===== src/rtl/rcu_clkdiv_pkg.sv =====
// Shared state encoding and width constant for the rcu_clkdiv divider bank.
package rcu_clkdiv_pkg;

  typedef enum logic [1:0] {IDLE, RUN, STOP} clkdiv_state_e;

  // Default ratio-field width; the period counter never needs more bits than the ratio.
  localparam int CNT_W = 8;

endpackage


===== src/rtl/rcu_clkdiv_ch.sv =====
// One divider channel: run/stop FSM, period counter, ratio applied only at period boundaries.
// Strobe and square wave are decoded from flops; RCU_CLKDIV_SYNC_EN adds the sync_i phase-align input.
module rcu_clkdiv_ch
  import rcu_clkdiv_pkg::*;
#(
  parameter int DIV_WIDTH = CNT_W,
  parameter int DIV_RST   = 2
) (
  input  logic                 clk_i,
  input  logic                 rst_i,
  input  logic                 cfg_we_i,
  input  logic [DIV_WIDTH-1:0] cfg_div_i,
  input  logic                 ch_en_i,
`ifdef RCU_CLKDIV_SYNC_EN
  input  logic                 sync_i,
`endif
  output logic                 en_o,
  output logic                 div_o,
  output logic                 run_o,
  output logic                 pend_o
);

  localparam logic [DIV_WIDTH-1:0] ONE = DIV_WIDTH'(1);

  clkdiv_state_e        state_q, state_d;
  logic [DIV_WIDTH-1:0] cnt_q, cnt_d;
  logic [DIV_WIDTH-1:0] act_q, act_d;
  logic [DIV_WIDTH-1:0] nxt_q, nxt_d;
  logic                 pend_q, pend_d;
  logic                 div_q, div_d;
  logic [DIV_WIDTH-1:0] reff, reff_nxt;
  logic                 active, wrap, bound;

  always_comb begin
    reff   = (act_q == '0) ? ONE : act_q;
    active = (state_q != IDLE);
    wrap   = active && (cnt_q == reff - ONE);
  end

`ifdef RCU_CLKDIV_SYNC_EN
  logic sync_hit, sup_q, sup_d;

  // The strobe is masked in the first post-sync cycle so it stays register-decoded.
  always_comb begin
    sync_hit = sync_i && active;
    bound    = wrap || sync_hit;
    sup_d    = sync_hit;
  end

  always_ff @(posedge clk_i or posedge rst_i) begin
    if (rst_i) sup_q <= 1'b0;
    else       sup_q <= sup_d;
  end

  assign en_o = wrap && !sup_q;
`else
  assign bound = wrap;
  assign en_o  = wrap;
`endif

  always_comb begin
    state_d = state_q;
    cnt_d   = cnt_q;
    act_d   = act_q;
    nxt_d   = nxt_q;
    pend_d  = pend_q;
    unique case (state_q)
      IDLE: if (ch_en_i) begin
        state_d = RUN;
        cnt_d   = '0;
      end
      RUN:  if (!ch_en_i) state_d = wrap ? IDLE : STOP;
      STOP: if (ch_en_i) state_d = RUN;
            else if (wrap) state_d = IDLE;
      default: state_d = IDLE;
    endcase
    if (active) cnt_d = wrap ? '0 : cnt_q + ONE;
`ifdef RCU_CLKDIV_SYNC_EN
    if (sync_hit) begin
      cnt_d   = '0;
      state_d = (state_q == RUN && ch_en_i) ? RUN : IDLE;
    end
`endif
    // pend_q is the pre-edge flag, so a write landing on a wrap waits for the next one.
    if (pend_q && (!active || bound)) begin
      act_d  = nxt_q;
      pend_d = 1'b0;
    end
    if (cfg_we_i) begin
      nxt_d  = cfg_div_i;
      pend_d = 1'b1;
    end
    reff_nxt = (act_d == '0) ? ONE : act_d;
    div_d    = (state_d != IDLE) && (cnt_d < (reff_nxt >> 1));
  end

  always_ff @(posedge clk_i or posedge rst_i) begin
    if (rst_i) begin
      state_q <= IDLE;
      cnt_q   <= '0;
      act_q   <= DIV_WIDTH'(DIV_RST);
      nxt_q   <= DIV_WIDTH'(DIV_RST);
      pend_q  <= 1'b0;
      div_q   <= 1'b0;
    end else begin
      state_q <= state_d;
      cnt_q   <= cnt_d;
      act_q   <= act_d;
      nxt_q   <= nxt_d;
      pend_q  <= pend_d;
      div_q   <= div_d;
    end
  end

  assign run_o  = active;
  assign pend_o = pend_q;
  assign div_o  = div_q;

endmodule


===== src/rtl/rcu_clkdiv_bank.sv =====
// Bank of NCH independent clock dividers sharing one ratio write port; out-of-range channel writes drop.
// Outputs are per-channel and register-decoded; RCU_CLKDIV_SYNC_EN adds a bank-wide sync_i input.
module rcu_clkdiv_bank
  import rcu_clkdiv_pkg::*;
#(
  parameter  int NCH       = 4,
  parameter  int DIV_WIDTH = CNT_W,
  parameter  int DIV_RST   = 2,
  localparam int CH_W      = (NCH > 1) ? $clog2(NCH) : 1
) (
  input  logic                 clk_i,
  input  logic                 rst_i,
  input  logic                 cfg_we_i,
  input  logic [CH_W-1:0]      cfg_ch_i,
  input  logic [DIV_WIDTH-1:0] cfg_div_i,
  input  logic [NCH-1:0]       ch_en_i,
`ifdef RCU_CLKDIV_SYNC_EN
  input  logic                 sync_i,
`endif
  output logic [NCH-1:0]       en_o,
  output logic [NCH-1:0]       div_o,
  output logic [NCH-1:0]       run_o,
  output logic [NCH-1:0]       pend_o
);

  for (genvar c = 0; c < NCH; c++) begin : g_ch
    logic ch_we;
    assign ch_we = cfg_we_i && (cfg_ch_i == CH_W'(c));

    rcu_clkdiv_ch #(
      .DIV_WIDTH (DIV_WIDTH),
      .DIV_RST   (DIV_RST)
    ) u_ch (
      .clk_i     (clk_i),
      .rst_i     (rst_i),
      .cfg_we_i  (ch_we),
      .cfg_div_i (cfg_div_i),
      .ch_en_i   (ch_en_i[c]),
`ifdef RCU_CLKDIV_SYNC_EN
      .sync_i    (sync_i),
`endif
      .en_o      (en_o[c]),
      .div_o     (div_o[c]),
      .run_o     (run_o[c]),
      .pend_o    (pend_o[c])
    );
  end

endmodule


===== config.mk =====
export PLATFORM = sky130hd
export DESIGN_NAME = rcu_clkdiv_bank
export DESIGN_NICKNAME = d
export VERILOG_FILES = /design/src/rtl/rcu_clkdiv_pkg.sv /design/src/rtl/rcu_clkdiv_ch.sv /design/src/rtl/rcu_clkdiv_bank.sv
export SDC_FILE = /design/constraint.sdc
export NUM_CORES = 1
export LEC_CHECK = 0
export CORE_MARGIN = 5
export CORE_UTILIZATION = 50
export CTS_CLUSTER_SIZE = 14
export DETAILED_ROUTE_END_ITERATION = 16
export PLACE_DENSITY = 0.68
export SLEW_MARGIN = 5
export SYNTH_ARGS = -nofsm -noshare
export SYNTH_HDL_FRONTEND = slang
export SYNTH_SLANG_ARGS = --single-unit

===== constraint.sdc =====
create_clock -name clk_i -period 5.1 [get_ports clk_i]
set_input_delay 1.02 -clock clk_i [delete_from_list [all_inputs] [get_ports clk_i]]
set_output_delay 1.02 -clock clk_i [all_outputs]
set_load 0.01 [all_outputs]

**Clock routing**

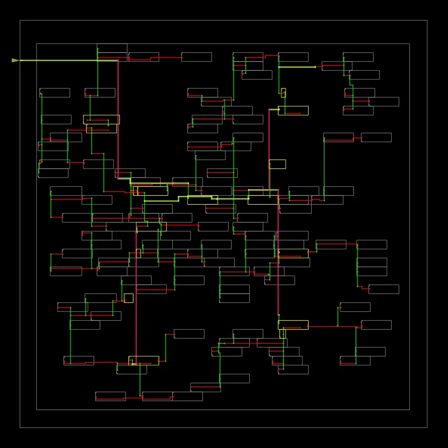
Clock Buffer Count: 13
final clock skew: 0.00662 ns
Power Clock: 702 uW
Clock Sink Count: 112

**Placed cells, one colour a class**

(2 px per micron)
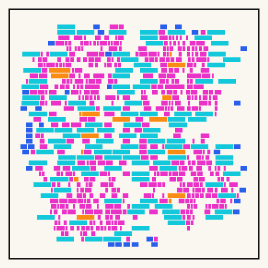
combinational and other logic -> magenta  # cells 483
clock drivers and dummy loads -> orange  # cells 16
other buffers and delay cells -> blue  # cells 35
flops -> cyan  # cells 112
core area: 0.0127 sq mm
post-route cell area: 0.00721 sq mm

**Ports around the boundary**

(3 px per micron) Pins as bars across the die edge, other pins in grey.
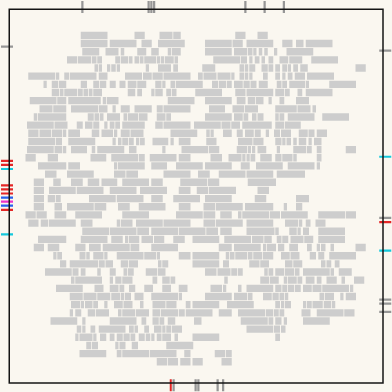
pend_o -> cyan  # pins 4, direction output, edge 2 left, 2 right
cfg_ch_i -> blue  # pins 2, direction input, edge left
cfg_div_i -> red  # pins 8, direction input, edge 6 left, 1 bottom, 1 right
cfg_we_i -> magenta  # pins 1, direction input, edge left
die span in x: 124 microns
DIE HEIGHT: 124 microns

**Metal layers overlaid**

(2 px per micron)
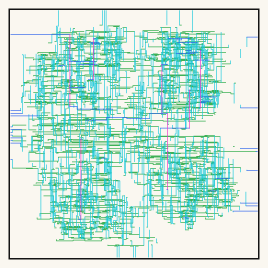
metal 1 -> green  # wire length 6,370 microns
metal 2 -> cyan  # wire length 6,390 microns
metal 3 -> blue  # wire length 337 microns
metal 4 -> magenta  # wire length 207 microns
routed wire length per instance: 16.3 microns
routed wire length: 13,300 microns

**Cell density map**

(3 px per micron) 12 x 12 tiles, from black (low) to pale yellow (high), 0 to 100% covered.
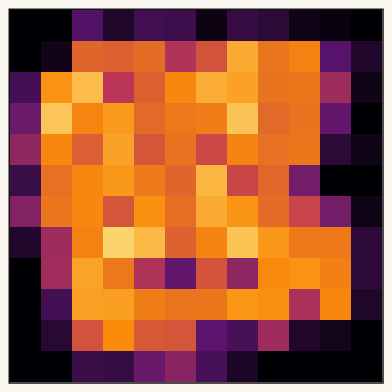
densest ninth of the die = centre
tiles over 75% full = 17%
nearly empty tiles = 12%
core utilization before placement: 51.3%
share of the core filled with cells: 56.9%

==> run notes <==
Figures from the flow reports.

Status:
- The run finished with clean final reports.

Pwr:
- The power report lists the combinational group at between 1500 and 2000 uW.
- The analysis attributes to cell leakage a power of 0.00328 uW.
- The run gives the share of power burned in registers as around two fifths.
- The run gives the worst voltage drop across the vdd grid as approximately 0.00033 V.
- The largest part of the power goes to combinational cells.
- The power report lists the sequential group at around 1500 uW.
- The run gives the total power per unit cell area as between 500 and 600 mW/mm^2.
- The run gives the internal power of the cells as approximately 2300 uW.
- Combinational logic is responsible for 43.1% of the overall power.

Clocking:
- The run gives the clock latency on the worst-skew pair as roughly 0.35 ns.
- The run gives the root cell of the clock tree as sky130_fd_sc_hd__clkbuf_16.
- The run puts the quantity of hold-fixing buffers added after cts at 0.
- The run gives the maximum root-to-sink buffer count as 2.
- The H-tree generated during clock tree synthesis spans 3 levels.

Synth:
- Yosys reports that the leading cell type by area covers roughly two fifths of the netlist area.
- The synthesized netlist devotes about 6.3% of its cell area to XOR and XNOR gates.
- The run puts the synthesized area divided by synthesized cell count at 10.6 sq um.
- The run gives the number of unique standard cell types used by synthesis as between 70 and 80.
- The run gives the count of synthesis-stage warnings from yosys as 0.
- In the synthesized netlist, the dominant kind of combinational cell is AND-OR/OR-AND gates.
- Yosys stat counts 616 cells in the synthesized netlist.
- The run gives the register area share after synthesis as a little over two fifths.
- In this run, the synthesized area fraction spent on AND-OR/OR-AND gates is recorded as between 10% and 20%.
- The run gives the cell type contributing the most total cell area after synthesis as sky130_fd_sc_hd__dfrtp_1.
- The run puts the number of enable-type register cells in the synthesized netlist at 0.
- The number of nets handed over by synthesis was roughly 670.
- The run gives the dominant register cell in the synthesized netlist as sky130_fd_sc_hd__dfrtp_1.
- The run gives the chip area estimate from yosys synthesis as ~0.0065 sq mm.

STA:
- The run gives the accumulated negative setup slack as 0 ns.
- The highest clock rate this design can be run at is 0.227 GHz.
- The run gives the number of slew-limit violations in the final report as 0.
- The run puts the transition at the pin with the smallest max-transition slack at roughly 0.74 ns.

Cells and area:
- By area, the class that comes first in the final layout consists of combinational gates.
- The run puts the total number of multi-input combinational cells at 442.
- Clock tree buffers and inverters occupy about 4.1% of the routed design's cell area.
- Between the synthesized netlist and the finished layout, the area growth was recorded as 10.8%.
- The area taken by multi-input combinational cells is reported as roughly 0.0034 sq mm.
- The run gives the count of plain and timing-repair buffers as 35.
- The run gives the portion of the layout cell area used by non-clock buffers as approximately 4.8%.
- After the flow finishes, the layout carries non-filler instances totaling roughly 820.
- The run gives the final-stage net count as between 600 and 700.

Run:
- The run puts the number of max-cap violations at 0.

Drt:
- In the detailed route, the total length drawn on met3 is 336 microns.
- In this run, the number of DRC markers left after iteration 0 of detailed routing was approximately 360.
- After detailed routing, the wire length on met1 is around 6400 microns.
- The run gives the highest signal layer in the routed design as met4.

GRT:
- The run gives the first-pass GRT wire length as 22,600 microns.
- The run gives the via count of the first global-routing pass as ~4.6k.
- The run puts the pin count of the biggest net entering global routing at approximately 60.
- The run puts the overall track demand over capacity in global routing at roughly a fifth.
- Global routing used roughly 2.6% of the available met3 tracks.
- The initial antenna violation count came to 0.
- For this run the aggregate overflow at the end of global routing stands at 0.

Placement:
- The run gives the number of port buffers as 32.
- The run puts the post-DP HPWL at 10,200 microns.

Worst hold path:
- The launch point of the worst min-delay path is recorded as g_ch[0].u_ch.nxt_q[0].
- The tightest min-delay check is of the reg2reg type.

Worst setup path:
- The run puts the setup slack on the worst flop-to-flop path at 0.81 ns.
- The run gives the maximum fanout along the worst path as 6.
- The worst setup path is of the reg2out kind.
- Tracing the worst setup path back leads to its startpoint at g_ch[3].u_ch.act_q[6].
- The worst setup path is launched from a register.
- The run gives the worst endpoint data arrival time as 3.38 ns.

Die:
- The run gives the inserted tap cell count as between 150 and 200.
-- critical path, cell delays in order (launching register included) --
cell	delay (ns)
sky130_fd_sc_hd__dfrtp_1	0.44
sky130_fd_sc_hd__nor3_1	0.34
sky130_fd_sc_hd__a21oi_1	0.19
sky130_fd_sc_hd__ha_1	0.29
sky130_fd_sc_hd__maj3_1	0.36
sky130_fd_sc_hd__a2bb2oi_1	0.16
sky130_fd_sc_hd__a2111oi_4	0.39
sky130_fd_sc_hd__nand2_2	0.18
sky130_fd_sc_hd__nor2_1	0.13
sky130_fd_sc_hd__clkdlybuf4s50_1	0.54
-- metrics by stage --
step	utilization [%]	cell area (sq um)
after global routing	56.9	7210
after detailed placement	54.6	6920
after floorplan	-	6500
after CTS	56.9	7210
final	56.9	7210
after global placement	54.6	6920
Power is estimated from default activity; no workload was simulated.
